<file path="config.mk">
export PLATFORM = sky130hd
export DESIGN_NAME = pipeline_hazard_ctrl_flat
export DESIGN_NICKNAME = d
export VERILOG_FILES = /design/src/rtl/pipeline_hazard_ctrl_if.sv /design/src/rtl/pipeline_hazard_ctrl.sv /design/src/flat_wrapper.sv
export SDC_FILE = /design/constraint.sdc
export NUM_CORES = 1
export LEC_CHECK = 0
export CAP_MARGIN = 20
export CORE_MARGIN = 2
export CORE_UTILIZATION = 50
export CTS_CLUSTER_DIAMETER = 40
export CTS_CLUSTER_SIZE = 24
export DETAILED_ROUTE_END_ITERATION = 12
export GPL_ROUTABILITY_DRIVEN = 0
export PLACE_DENSITY_LB_ADDON = 0.12
export SLEW_MARGIN = 20
export SYNTH_ARGS = -nofsm -noshare
export SYNTH_HDL_FRONTEND = slang
export SYNTH_SLANG_ARGS = --single-unit
</file>
<file path="constraint.sdc">
create_clock -name clk -period 4.2 [get_ports clk]
set_clock_uncertainty 0.2 [all_clocks]
set_input_delay 0.84 -clock clk [delete_from_list [all_inputs] [get_ports clk]]
set_output_delay 0.84 -clock clk [all_outputs]
set_load 0.02 [all_outputs]
</file>
<file path="src/rtl/pipeline_hazard_ctrl_if.sv">
// Pipeline-to-hazard-controller bundle: hazard sources from ID/EXE/MEM,
// memory handshake, and the stall/flush pins back to the stage registers.
interface pipeline_hazard_ctrl_if;
  // ID operands
  logic [3:0]  id_src1;
  logic [3:0]  id_src2;
  logic        id_src1_used;
  logic        id_src2_used;
  // EXE / MEM producers
  logic [3:0]  exe_dest;
  logic        exe_wb_en;
  logic        exe_mem_read;
  logic [3:0]  mem_dest;
  logic        mem_wb_en;
  logic        branch_taken;
  // data memory handshake
  logic        mem_access;
  logic        mem_ready;
  // stage register control
  logic        pc_en;
  logic        if_id_en;
  logic        if_id_clr;
  logic        id_ex_en;
  logic        id_ex_clr;
  logic        ex_mem_en;
  logic        mem_wb_en_o;
  logic        mem_start;
  logic        mem_timeout;
  logic [15:0] stall_count;

  // pipeline side: drives hazard info, receives control
  modport master (
    output id_src1, id_src2, id_src1_used, id_src2_used,
           exe_dest, exe_wb_en, exe_mem_read, mem_dest, mem_wb_en,
           branch_taken, mem_access, mem_ready,
    input  pc_en, if_id_en, if_id_clr, id_ex_en, id_ex_clr, ex_mem_en,
           mem_wb_en_o, mem_start, mem_timeout, stall_count
  );

  // controller side
  modport slave (
    input  id_src1, id_src2, id_src1_used, id_src2_used,
           exe_dest, exe_wb_en, exe_mem_read, mem_dest, mem_wb_en,
           branch_taken, mem_access, mem_ready,
    output pc_en, if_id_en, if_id_clr, id_ex_en, id_ex_clr, ex_mem_en,
           mem_wb_en_o, mem_start, mem_timeout, stall_count
  );
endinterface

</file>
<file path="src/rtl/pipeline_hazard_ctrl.sv">
// Stall/flush sequencer for the 5-stage pipeline: RAW bubble insertion,
// branch flush, full freeze during multi-cycle data-memory accesses,
// memory watchdog and saturating stall counter.
module pipeline_hazard_ctrl #(
  parameter bit         FORWARD_EN = 1'b1,
  parameter logic [7:0] TIMEOUT    = 8'd255
) (
  input  logic                  clk,
  input  logic                  rst,
  pipeline_hazard_ctrl_if.slave bus
);

  localparam int NSRC = 2;

  typedef enum logic [1:0] {RUN, WAIT, DONE} state_t;

  typedef struct packed {
    logic pc_en;
    logic if_id_en;
    logic if_id_clr;
    logic id_ex_en;
    logic id_ex_clr;
    logic ex_mem_en;
    logic mem_wb_en;
    logic mem_start;
  } ctl_t;

  state_t                       state, state_nxt;
  logic [7:0]                   wcnt;
  logic [15:0]                  stall_q;
  logic                         timeout_q;
  logic [NSRC-1:0][3:0]         src;
  logic [NSRC-1:0]              used;
  logic [NSRC-1:0]              hit_exe, hit_mem;
  logic                         hazard;
  logic                         use_normal;
  logic                         timeout_hit;
  ctl_t                         norm_ctl, fsm_ctl, ctl;

  assign src  = {bus.id_src2, bus.id_src1};
  assign used = {bus.id_src2_used, bus.id_src1_used};

  // per-operand dependency compares against the EXE and MEM producers
  always_comb begin
    hit_exe = '0;
    hit_mem = '0;
    for (int i = 0; i < NSRC; i++) begin
      hit_exe[i] = used[i] & (src[i] == bus.exe_dest) & bus.exe_wb_en;
      hit_mem[i] = used[i] & (src[i] == bus.mem_dest) & bus.mem_wb_en;
    end
  end

  // with forwarding only a load in EXE cannot be bypassed in time
  assign hazard = FORWARD_EN ? (bus.exe_mem_read & (|hit_exe))
                             : ((|hit_exe) | (|hit_mem));

  // normal control: branch flush beats the bubble, since the hazarding
  // instruction in ID is being flushed anyway
  always_comb begin
    norm_ctl = '{pc_en: 1'b1, if_id_en: 1'b1, if_id_clr: 1'b0,
                 id_ex_en: 1'b1, id_ex_clr: 1'b0, ex_mem_en: 1'b1,
                 mem_wb_en: 1'b1, mem_start: 1'b0};
    if (bus.branch_taken) begin
      norm_ctl.if_id_clr = 1'b1;
      norm_ctl.id_ex_clr = 1'b1;
    end else if (hazard) begin
      norm_ctl.pc_en     = 1'b0;
      norm_ctl.if_id_en  = 1'b0;
      norm_ctl.id_ex_clr = 1'b1;
    end
  end

  // watchdog fires only when the wait budget is spent without a ready
  assign timeout_hit = (state == WAIT) & ~bus.mem_ready & (wcnt == TIMEOUT);

  // next state and freeze control; RUN/DONE defer to normal control
  always_comb begin
    state_nxt  = state;
    fsm_ctl    = '0;
    use_normal = 1'b0;
    unique case (state)
      RUN: begin
        if (bus.mem_access) begin
          fsm_ctl.mem_start = 1'b1;
          state_nxt         = WAIT;
        end else begin
          use_normal = 1'b1;
        end
      end
      WAIT: begin
        if (bus.mem_ready || timeout_hit) state_nxt = DONE;
      end
      DONE: begin
        // the memory instruction retires now; mem_access is stale
        use_normal = 1'b1;
        state_nxt  = RUN;
      end
      default: state_nxt = RUN;
    endcase
  end

  // reset forces every enable, clear and mem_start low
  assign ctl = !rst ? '0 : (use_normal ? norm_ctl : fsm_ctl);

  // state register
  always_ff @(posedge clk or negedge rst) begin
    if (!rst) state <= RUN;
    else      state <= state_nxt;
  end

  // wait counter: 1 in the first WAIT cycle, counting up while waiting
  always_ff @(posedge clk or negedge rst) begin
    if (!rst)                                  wcnt <= '0;
    else if (state == RUN && bus.mem_access)   wcnt <= 8'd1;
    else if (state == WAIT)                    wcnt <= wcnt + 8'd1;
  end

  // sticky watchdog flag, cleared only by reset
  always_ff @(posedge clk or negedge rst) begin
    if (!rst)             timeout_q <= 1'b0;
    else if (timeout_hit) timeout_q <= 1'b1;
  end

  // saturating count of cycles the PC was held
  always_ff @(posedge clk or negedge rst) begin
    if (!rst)                                stall_q <= '0;
    else if (!ctl.pc_en && stall_q != 16'hFFFF) stall_q <= stall_q + 16'd1;
  end

  assign bus.pc_en       = ctl.pc_en;
  assign bus.if_id_en    = ctl.if_id_en;
  assign bus.if_id_clr   = ctl.if_id_clr;
  assign bus.id_ex_en    = ctl.id_ex_en;
  assign bus.id_ex_clr   = ctl.id_ex_clr;
  assign bus.ex_mem_en   = ctl.ex_mem_en;
  assign bus.mem_wb_en_o = ctl.mem_wb_en;
  assign bus.mem_start   = ctl.mem_start;
  assign bus.mem_timeout = timeout_q;
  assign bus.stall_count = stall_q;

endmodule

</file>
<file path="src/flat_wrapper.sv">
// flat-port wrapper written by rule: the top's interface ports become plain ports
module pipeline_hazard_ctrl_flat 
#(
  parameter bit         FORWARD_EN = 1'b1,
  parameter logic [7:0] TIMEOUT    = 8'd255
)
  (clk, rst, bus_id_src1, bus_id_src2, bus_id_src1_used, bus_id_src2_used, bus_exe_dest, bus_exe_wb_en, bus_exe_mem_read, bus_mem_dest, bus_mem_wb_en, bus_branch_taken, bus_mem_access, bus_mem_ready, bus_pc_en, bus_if_id_en, bus_if_id_clr, bus_id_ex_en, bus_id_ex_clr, bus_ex_mem_en, bus_mem_wb_en_o, bus_mem_start, bus_mem_timeout, bus_stall_count);
  pipeline_hazard_ctrl_if bus_i ();
  input  logic clk;
  input  logic rst;
  input wire logic [$bits(bus_i.id_src1)-1:0] bus_id_src1;
  input wire logic [$bits(bus_i.id_src2)-1:0] bus_id_src2;
  input wire logic [$bits(bus_i.id_src1_used)-1:0] bus_id_src1_used;
  input wire logic [$bits(bus_i.id_src2_used)-1:0] bus_id_src2_used;
  input wire logic [$bits(bus_i.exe_dest)-1:0] bus_exe_dest;
  input wire logic [$bits(bus_i.exe_wb_en)-1:0] bus_exe_wb_en;
  input wire logic [$bits(bus_i.exe_mem_read)-1:0] bus_exe_mem_read;
  input wire logic [$bits(bus_i.mem_dest)-1:0] bus_mem_dest;
  input wire logic [$bits(bus_i.mem_wb_en)-1:0] bus_mem_wb_en;
  input wire logic [$bits(bus_i.branch_taken)-1:0] bus_branch_taken;
  input wire logic [$bits(bus_i.mem_access)-1:0] bus_mem_access;
  input wire logic [$bits(bus_i.mem_ready)-1:0] bus_mem_ready;
  output wire logic [$bits(bus_i.pc_en)-1:0] bus_pc_en;
  output wire logic [$bits(bus_i.if_id_en)-1:0] bus_if_id_en;
  output wire logic [$bits(bus_i.if_id_clr)-1:0] bus_if_id_clr;
  output wire logic [$bits(bus_i.id_ex_en)-1:0] bus_id_ex_en;
  output wire logic [$bits(bus_i.id_ex_clr)-1:0] bus_id_ex_clr;
  output wire logic [$bits(bus_i.ex_mem_en)-1:0] bus_ex_mem_en;
  output wire logic [$bits(bus_i.mem_wb_en_o)-1:0] bus_mem_wb_en_o;
  output wire logic [$bits(bus_i.mem_start)-1:0] bus_mem_start;
  output wire logic [$bits(bus_i.mem_timeout)-1:0] bus_mem_timeout;
  output wire logic [$bits(bus_i.stall_count)-1:0] bus_stall_count;
  assign bus_i.id_src1 = bus_id_src1;
  assign bus_i.id_src2 = bus_id_src2;
  assign bus_i.id_src1_used = bus_id_src1_used;
  assign bus_i.id_src2_used = bus_id_src2_used;
  assign bus_i.exe_dest = bus_exe_dest;
  assign bus_i.exe_wb_en = bus_exe_wb_en;
  assign bus_i.exe_mem_read = bus_exe_mem_read;
  assign bus_i.mem_dest = bus_mem_dest;
  assign bus_i.mem_wb_en = bus_mem_wb_en;
  assign bus_i.branch_taken = bus_branch_taken;
  assign bus_i.mem_access = bus_mem_access;
  assign bus_i.mem_ready = bus_mem_ready;
  assign bus_pc_en = bus_i.pc_en;
  assign bus_if_id_en = bus_i.if_id_en;
  assign bus_if_id_clr = bus_i.if_id_clr;
  assign bus_id_ex_en = bus_i.id_ex_en;
  assign bus_id_ex_clr = bus_i.id_ex_clr;
  assign bus_ex_mem_en = bus_i.ex_mem_en;
  assign bus_mem_wb_en_o = bus_i.mem_wb_en_o;
  assign bus_mem_start = bus_i.mem_start;
  assign bus_mem_timeout = bus_i.mem_timeout;
  assign bus_stall_count = bus_i.stall_count;
  pipeline_hazard_ctrl #(.FORWARD_EN(FORWARD_EN), .TIMEOUT(TIMEOUT)) u_core (.clk(clk), .rst(rst), .bus(bus_i));
endmodule
</file>
Fig. 1: run 1, pin map
The bar under the picture is 20 um long. Pins as bars across the die edge, other pins in grey.
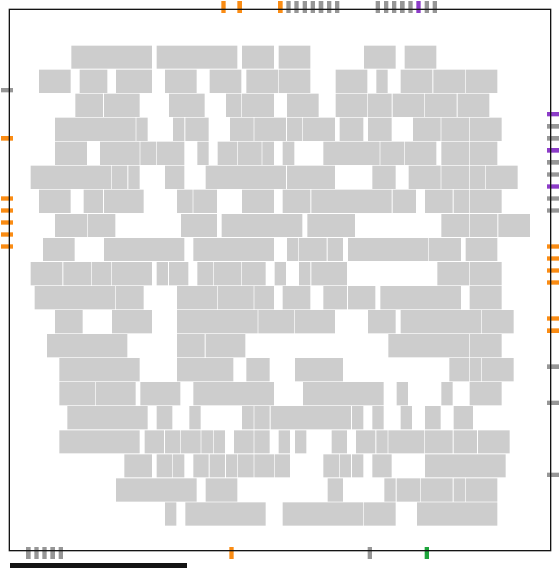
colour	port	pins	direction	edge
orange	bus_stall_count	16	output	6 left, 6 right, 3 top, 1 bottom
green	bus_mem_timeout	1	output	bottom
purple	bus_id_src1	4	input	3 right, 1 top
all pins by edge	18 top, 18 right, 8 bottom, 7 left
die height: 61.1 um
number of port buffers: 45
Chip Width: 61.1 um

Fig. 2: run 1, cell outlines without signal wires
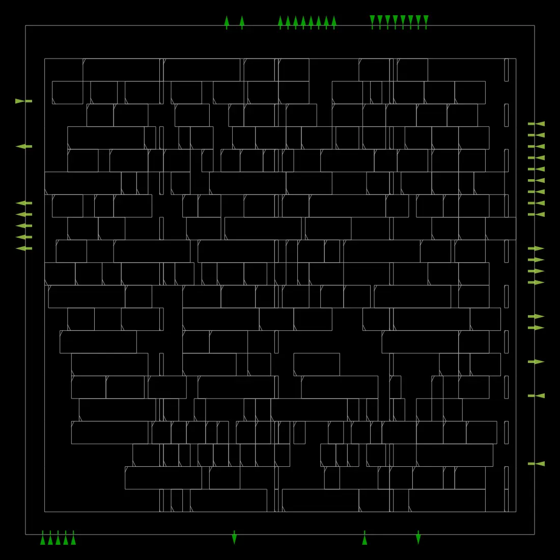
TAP cells: 44
Layout fillers: 251

==> run summary, run 1 <==
fresh numbers from the pnr run: ys async rst share 100%, Complex Gates by Area 18.6%, via count 1354, H-tree levels 1, clock root cell clkbuf_4, Synth area leader dfrtp_1, Simple-Gate Area Share 20.0%, Tcrit/Tclk final 91.7%, main kind of combinational logic by area simple AND/OR/NAND/NOR gates, CTS tree built, Syn Nets 186, xor+xnor area frac 9.67%, CP Launch Point bus_exe_dest[1], setup TNS 0 ns, CP most frequent cell clkdlybuf4s50_1, RR Startpoint u_core.bus.stall_count[0]$_DFFE_PN0P_, CTS Buf Count 3, Max-area cell class combinational gates, Max-Cap Viols 0, fa+ha+maj area frac 1.53%, Top cells by area dfrtp_1 (41%), xnor2_1 (5.4%), o211ai_2 (4.6%), xor2_1 (4.3%), o21ai_0 (3.7%), global-route wire length before repair 5.80 mm, most frequent cells in the layout clkdlybuf4s50_1 (45), dfrtp_1 (27), nand2_1 (15), nor2_1 (12), o21ai_0 (12), Clock Power Share 14.1%, status finished clean, Worst Hold Slack 0.284 ns, sequential power 0.374 mW, FF-to-FF setup slack 2.15 ns, Post-Synthesis Cells 158, slew margin rel. 65.0%, hold endpoint u_core.bus.mem_timeout$_DFFE_PN0P_, Rows 20, sw power 0.300 mW, die area 3730 sq um, multiplexer area fraction after synthesis 4.99%, synth warn 0, vias per inst 5.48, fraction of area in non-clock buffers 21.8%, Crit. path cell count 6, Min-Delay Path Depth 2, 1st-pass router iterations 5, clock transition at the registers of the reported paths 0.15 ns, Seq cells 27, most numerous logic cell after layout clkdlybuf4s50_1, number of cells in Yosys stat 158, Synth Seq Share 41.4%, Core Util at FP 53.0%, Latency at later pin 0.33 ns, inverters 4, Antenna Nets Post-Route 0, NumNets Final 232, CP peak stage delay 0.64 ns, clkbuf count 3, cells along the critical path clkdlybuf4s50_1, xor2_1, nor3b_1, a22o_4, nor2_1, clkdlybuf4s50_1, Hold Crit Class reg2reg, Final setup viols 0, Pint 0.509 mW, Tot GR Track Use 20.7%, endpoint type of the worst setup path primary output, buffers and inverters on the worst path 2, synthesis area per yosys 1630 sq um, fin. max-slew vios 0, Hold-fix buffers, CTS 0, clock group power 0.114 mW, P&R area growth vs syn 30.8%, WP data arrival 2.81 ns, P_leak 0.874 nW, Flop pwr share 46.2%, Yosys reg bits 27, num ports 51, number of logic gates 121, GRT Residual Overflow 0, CP Capture Point bus_pc_en, wire per inst 14.5 um, layout cells sized above 1 13.3%, Core Area 3080 sq um, reg2reg end u_core.bus.stall_count[1]$_DFFE_PN0P_, count of cell types in the netlist 43, Largest delay share family, worst path buffers and inverters
Fig. 3: run 1, cells by drive strength
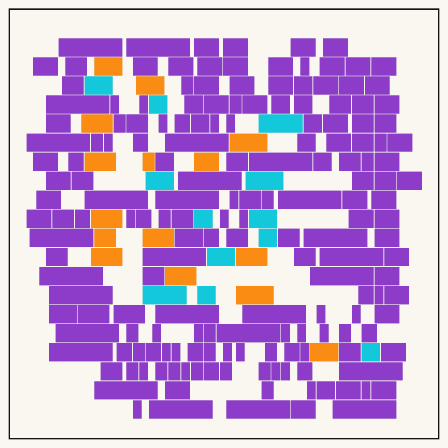
colour	size	cells	share
purple	_0 and _1 cells	176	87%
cyan	_3 and _4 cells	12	5.9%
orange	_2 cells	15	7.4%
Worst Slack Setup Final: 0.348 ns
Non-clk bufs: 47

==> run 1: sequential cells by signal (all words and copies together), names as in the netlist <==
name and count:
u_core.state 2, u_core.bus.stall_count 16, u_core.bus.mem_timeout 1, u_core.wcnt 8
==> run 1: synthesized netlist by cell type (all sizes together) (2+ instances only) <==
library cell,n
dfrtp,27
o21ai,16
nand2,15
nor2,12
xnor2,10
and3,9
o211ai,8
xor2,8
buf,6
mux2,6
and4,4
inv,4
nand3,4
nor3b,4
a22o,3
nand2b,3
o2111ai,3
a31oi,2
ha,2
nor3,2
==> run 1: layer usage <==
metal,vias to the layer above,GRT usage [%],part of all wire [%]
met5,-,0,0
met1,651,26.2,45
li1,657,-,-
met4,0,8.39,0.95
met3,4,2.73,5.1
met2,42,35.7,49
Fig. 4: run 1, a small window of the routed layout
Window x 36 to 56, y 36 to 56 um. Cells in grey, sequential cells in the stronger grey; small squares are vias.
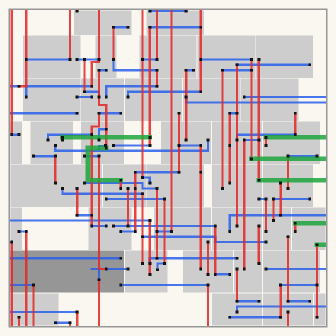

==> inputs of run 2 (changes only) <==
PLACE_DENSITY = 0.87   (was unset)
PLACE_DENSITY_LB_ADDON = unset   (was 0.12)
Fig. 5: run 2, a small window of the routed layout
Window x 36 to 56, y 36 to 56 um. Cells in grey, sequential cells in the stronger grey; small squares are vias.
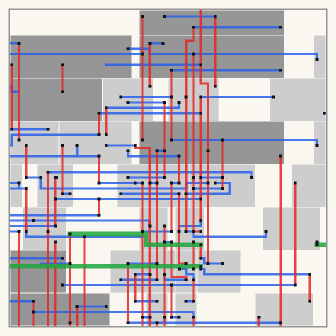
colour	layer
green	metal 3
blue	metal 1
red	metal 2
cells with their middle in the window	25
sequential cells in the window	6
netlist names of flops here include	u_core.bus.stall_count (6)
most frequent	dfrtp_1 (6), clkdlybuf4s50_1 (4), xnor2_1 (3)

==> run summary, run 2 <==
fresh numbers from the pnr run: num ports 51 (unchanged), die height 61.1 um (unchanged), Top cells by area dfrtp_1 (41%), xnor2_1 (5.4%), o211ai_2 (4.6%), xor2_1 (4.3%), o21ai_0 (3.7%) (unchanged), hold endpoint u_core.bus.mem_timeout$_DFFE_PN0P_ (unchanged), H-tree levels 1 (unchanged), gr busiest metal met2 (unchanged), vias per inst 5.62 (was 5.48), Post-synth top cells dfrtp_1 (27), nand2_1 (15), nor2_1 (12), o21ai_0 (12), xnor2_1 (10) (unchanged), Final setup viols 0 (unchanged), ys async rst share 100% (unchanged), Simple-Gate Area Share 20.0% (unchanged), die area 3730 sq um (unchanged), clock root cell clkbuf_4 (unchanged), RR Startpoint u_core.bus.stall_count[0]$_DFFE_PN0P_ (unchanged), number of cells in Yosys stat 158 (unchanged), main kind of combinational logic by area simple AND/OR/NAND/NOR gates (unchanged), WL met2 1.93 mm (was 1.75 mm), CTS tree built (unchanged), Complex Gates by Area 18.6% (unchanged), Rows 20 (unchanged), routed wl met3 191 um (was 181 um), P&R area growth vs syn 30.7% (was 30.8%), most numerous logic cell after layout clkdlybuf4s50_1 (unchanged), Flop pwr share 46.9% (was 46.2%), CP peak stage delay 0.65 ns (was 0.64 ns), Min-Delay Path Depth 2 (unchanged), P_leak 0.871 nW (was 0.874 nW), sw power 0.299 mW (was 0.300 mW), layout cells sized above 1 12.8% (was 13.3%), Synth area leader dfrtp_1 (unchanged), 1st-pass router iterations 6 (was 5), Post-Synthesis Cells 158 (unchanged), NumNets Final 232 (unchanged), status finished clean (unchanged), Clock Power Share 13.5% (was 14.1%), fin. max-slew vios 0 (unchanged), endpoint type of the worst setup path primary output (unchanged), CP Launch Point bus_exe_dest[1] (unchanged), Pint 0.511 mW (was 0.509 mW), number of port buffers 45 (unchanged), Worst Slack Setup Final 0.290 ns (was 0.348 ns), clock transition at the registers of the reported paths 0.13 ns (was 0.15 ns), fa+ha+maj area frac 1.53% (unchanged)
Fig. 6: run 2, cells by drive strength
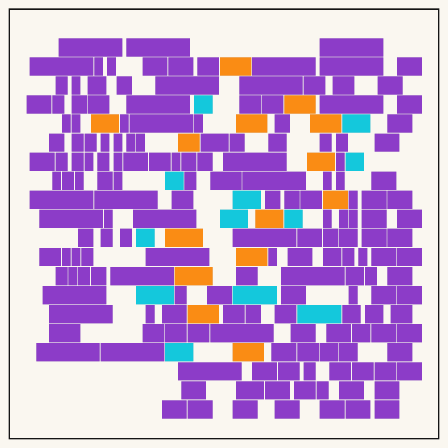
colour	size	cells	share
cyan	_3 and _4 cells	12	5.9%
purple	_0 and _1 cells	177	87%
orange	_2 cells	14	6.9%

[run 2: metrics by stage]
| step | utilization [%] | hold WS [ns] | cells |
|---|---|---|---|
| global route | 69.2 | 0.318 | 247 |
| floorplan | - | 0.248 | 158 |
| finish | 69.2 | 0.301 | 247 |
| detailed placement | 68.4 | 0.272 | 243 |
| global placement | 68.4 | 0.254 | 243 |
| CTS | 69.2 | 0.302 | 247 |
[run 2: layout make-up]
type                            instances  area (sq um)
Timing Repair Buffer                   47           465
Tap cell                               44          55.1
Inverter                                4          15.0
Multi-Input combinational cell        121           893
Sequential cell                        27           676
Fill cell                             245           947
Clock buffer                            4          26.3
[run 2: critical path, delay by kind of cell]
family | cells | cell delay [ns]
compound gates | 1 | 0.35
xor+xnor | 1 | 0.21
buf+inv | 2 | 1.16
simple gates | 2 | 0.30
==> inputs of run 3 (changes only) <==
ABC_CLOCK_PERIOD_IN_PS = 4200   (was unset)
Fig. 7: run 3, a small window of the routed layout
Window x 36 to 56, y 36 to 56 um. Cells in grey, sequential cells in the stronger grey; small squares are vias.
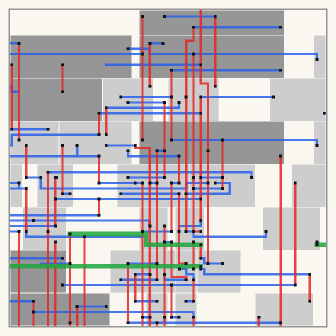

Fig. 8: run 3, cell density map
The die is cut into 6 by 6 equal tiles; white is low, dark blue is high, 0 to 100% covered.
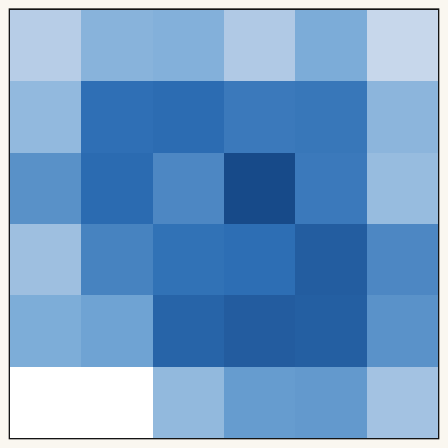
mean over tiles	56%
tiles over 75% full	19%
fullest tile	90%
emptiest ninth of the die	bottom left
densest ninth of the die	middle
nearly empty tiles	5.6%
Core Util at FP: 53.0%
Core Area: 3080 sq um
Final Core Density: 69.2%

==> run summary, run 3 <==
fresh numbers from the pnr run: clock root cell clkbuf_4 (unchanged), wire per inst 15.0 um (unchanged), Synth area leader dfrtp_1 (unchanged), ys async rst share 100% (unchanged), buffers and inverters on the worst path 2 (unchanged), routed metal-1 wire length 1.58 mm (unchanged), count of cell types in the netlist 43 (unchanged), Hold-fix buffers, CTS 0 (unchanged), setup TNS 0 ns (unchanged), endpoint type of the worst setup path primary output (unchanged), GRT Residual Overflow 0 (unchanged), synth warn 0 (unchanged), number of cells in Yosys stat 158 (unchanged), clock transition at the registers of the reported paths 0.13 ns (about the same), vias per inst 5.62 (unchanged), P_leak 0.871 nW (unchanged), die area 3730 sq um (unchanged), combinational gate area 893 sq um (unchanged), reg2reg end u_core.bus.stall_count[1]$_DFFE_PN0P_ (unchanged), Top cells by area dfrtp_1 (41%), xnor2_1 (5.4%), o211ai_2 (4.6%), xor2_1 (4.3%), o21ai_0 (3.7%) (unchanged), number of port buffers 45 (unchanged), CP Capture Point bus_if_id_en (unchanged), slew margin rel. 68.6% (unchanged), Worst Hold Slack 0.301 ns (unchanged), Latency at later pin 0.32 ns (about the same), Synth Seq Share 41.4% (unchanged), Antenna Nets Post-Route 0 (unchanged), global routing usage on met1 27.4% (unchanged), met2 usage 39.4% (unchanged), Min-Delay Path Depth 2 (unchanged), fin. max-slew vios 0 (unchanged), CTS Buf Count 3 (unchanged), Simple-Gate Area Share 20.0% (unchanged), CP most frequent cell clkdlybuf4s50_1 (unchanged), status finished clean (unchanged), num ports 51 (unchanged), WL met2 1.93 mm (unchanged), global-route wire length before repair 6.25 mm (unchanged), Tcrit/Tclk final 93.1% (unchanged), most numerous cell in the Yosys netlist dfrtp_1 (unchanged), NumNets Final 232 (unchanged), hold endpoint u_core.bus.mem_timeout$_DFFE_PN0P_ (unchanged), Top Layer Used met4 (unchanged), FF-to-FF setup slack 2.13 ns (about the same), total area of sequential cells 676 sq um (unchanged), max FFs per register 16 (unchanged), routed wl met3 191 um (unchanged), Hold Crit Class reg2reg (unchanged), 1st-pass router iterations 6 (unchanged), most frequent cells in the layout clkdlybuf4s50_1 (45), dfrtp_1 (27), nand2_1 (15), nor2_1 (12), o21ai_0 (12) (unchanged), multiplexer area fraction after synthesis 4.99% (unchanged), via count 1387 (unchanged), Yosys reg bits 27 (unchanged), xor+xnor area frac 9.67% (unchanged), Rows 20 (unchanged), RR Startpoint u_core.bus.stall_count[0]$_DFFE_PN0P_ (unchanged), Complex Gates by Area 18.6% (unchanged), layout cells sized above 1 12.8% (unchanged), Tot GR Track Use 21.7% (unchanged), WP data arrival 2.87 ns (about the same), synthesis area per yosys 1630 sq um (unchanged), most numerous logic cell after layout clkdlybuf4s50_1 (unchanged), CP Launch Point bus_exe_dest[1] (unchanged), Post-synth top cells dfrtp_1 (27), nand2_1 (15), nor2_1 (12), o21ai_0 (12), xnor2_1 (10) (unchanged), CP peak stage delay 0.65 ns (about the same), H-tree levels 1 (unchanged), Post-Synthesis Cells 158 (unchanged), main kind of combinational logic by area simple AND/OR/NAND/NOR gates (unchanged), post-placement cell count 243 (unchanged), CTS tree built (unchanged), die height 61.1 um (unchanged), Final setup viols 0 (unchanged)
-- run 3: cell counts after synthesis --
No cell type changed its count.
-- run 3: area by class of cell --
class | instances | area share, %
Multi-Input combinational cell | 121 | 41.9
Sequential cell | 27 | 31.7
Timing Repair Buffer | 47 | 21.8
Tap cell | 44 | 2.58
Clock buffer | 4 | 1.23
Inverter | 4 | 0.705
-- run 3: report_power, final --
group,switching [mW],internal [mW]
sequential,0.0687,0.311
clock,0.0724,0.0371
combinational,0.158,0.163
total,0.299,0.511
-- run 3: tightest hold or removal path: stages (launching register included) --
cell and delay, ns:
dfrtp_1 0.37, inv_1 0.04, o31ai_1 0.06
No activity file was given, so power comes from the tool's default toggle rates.
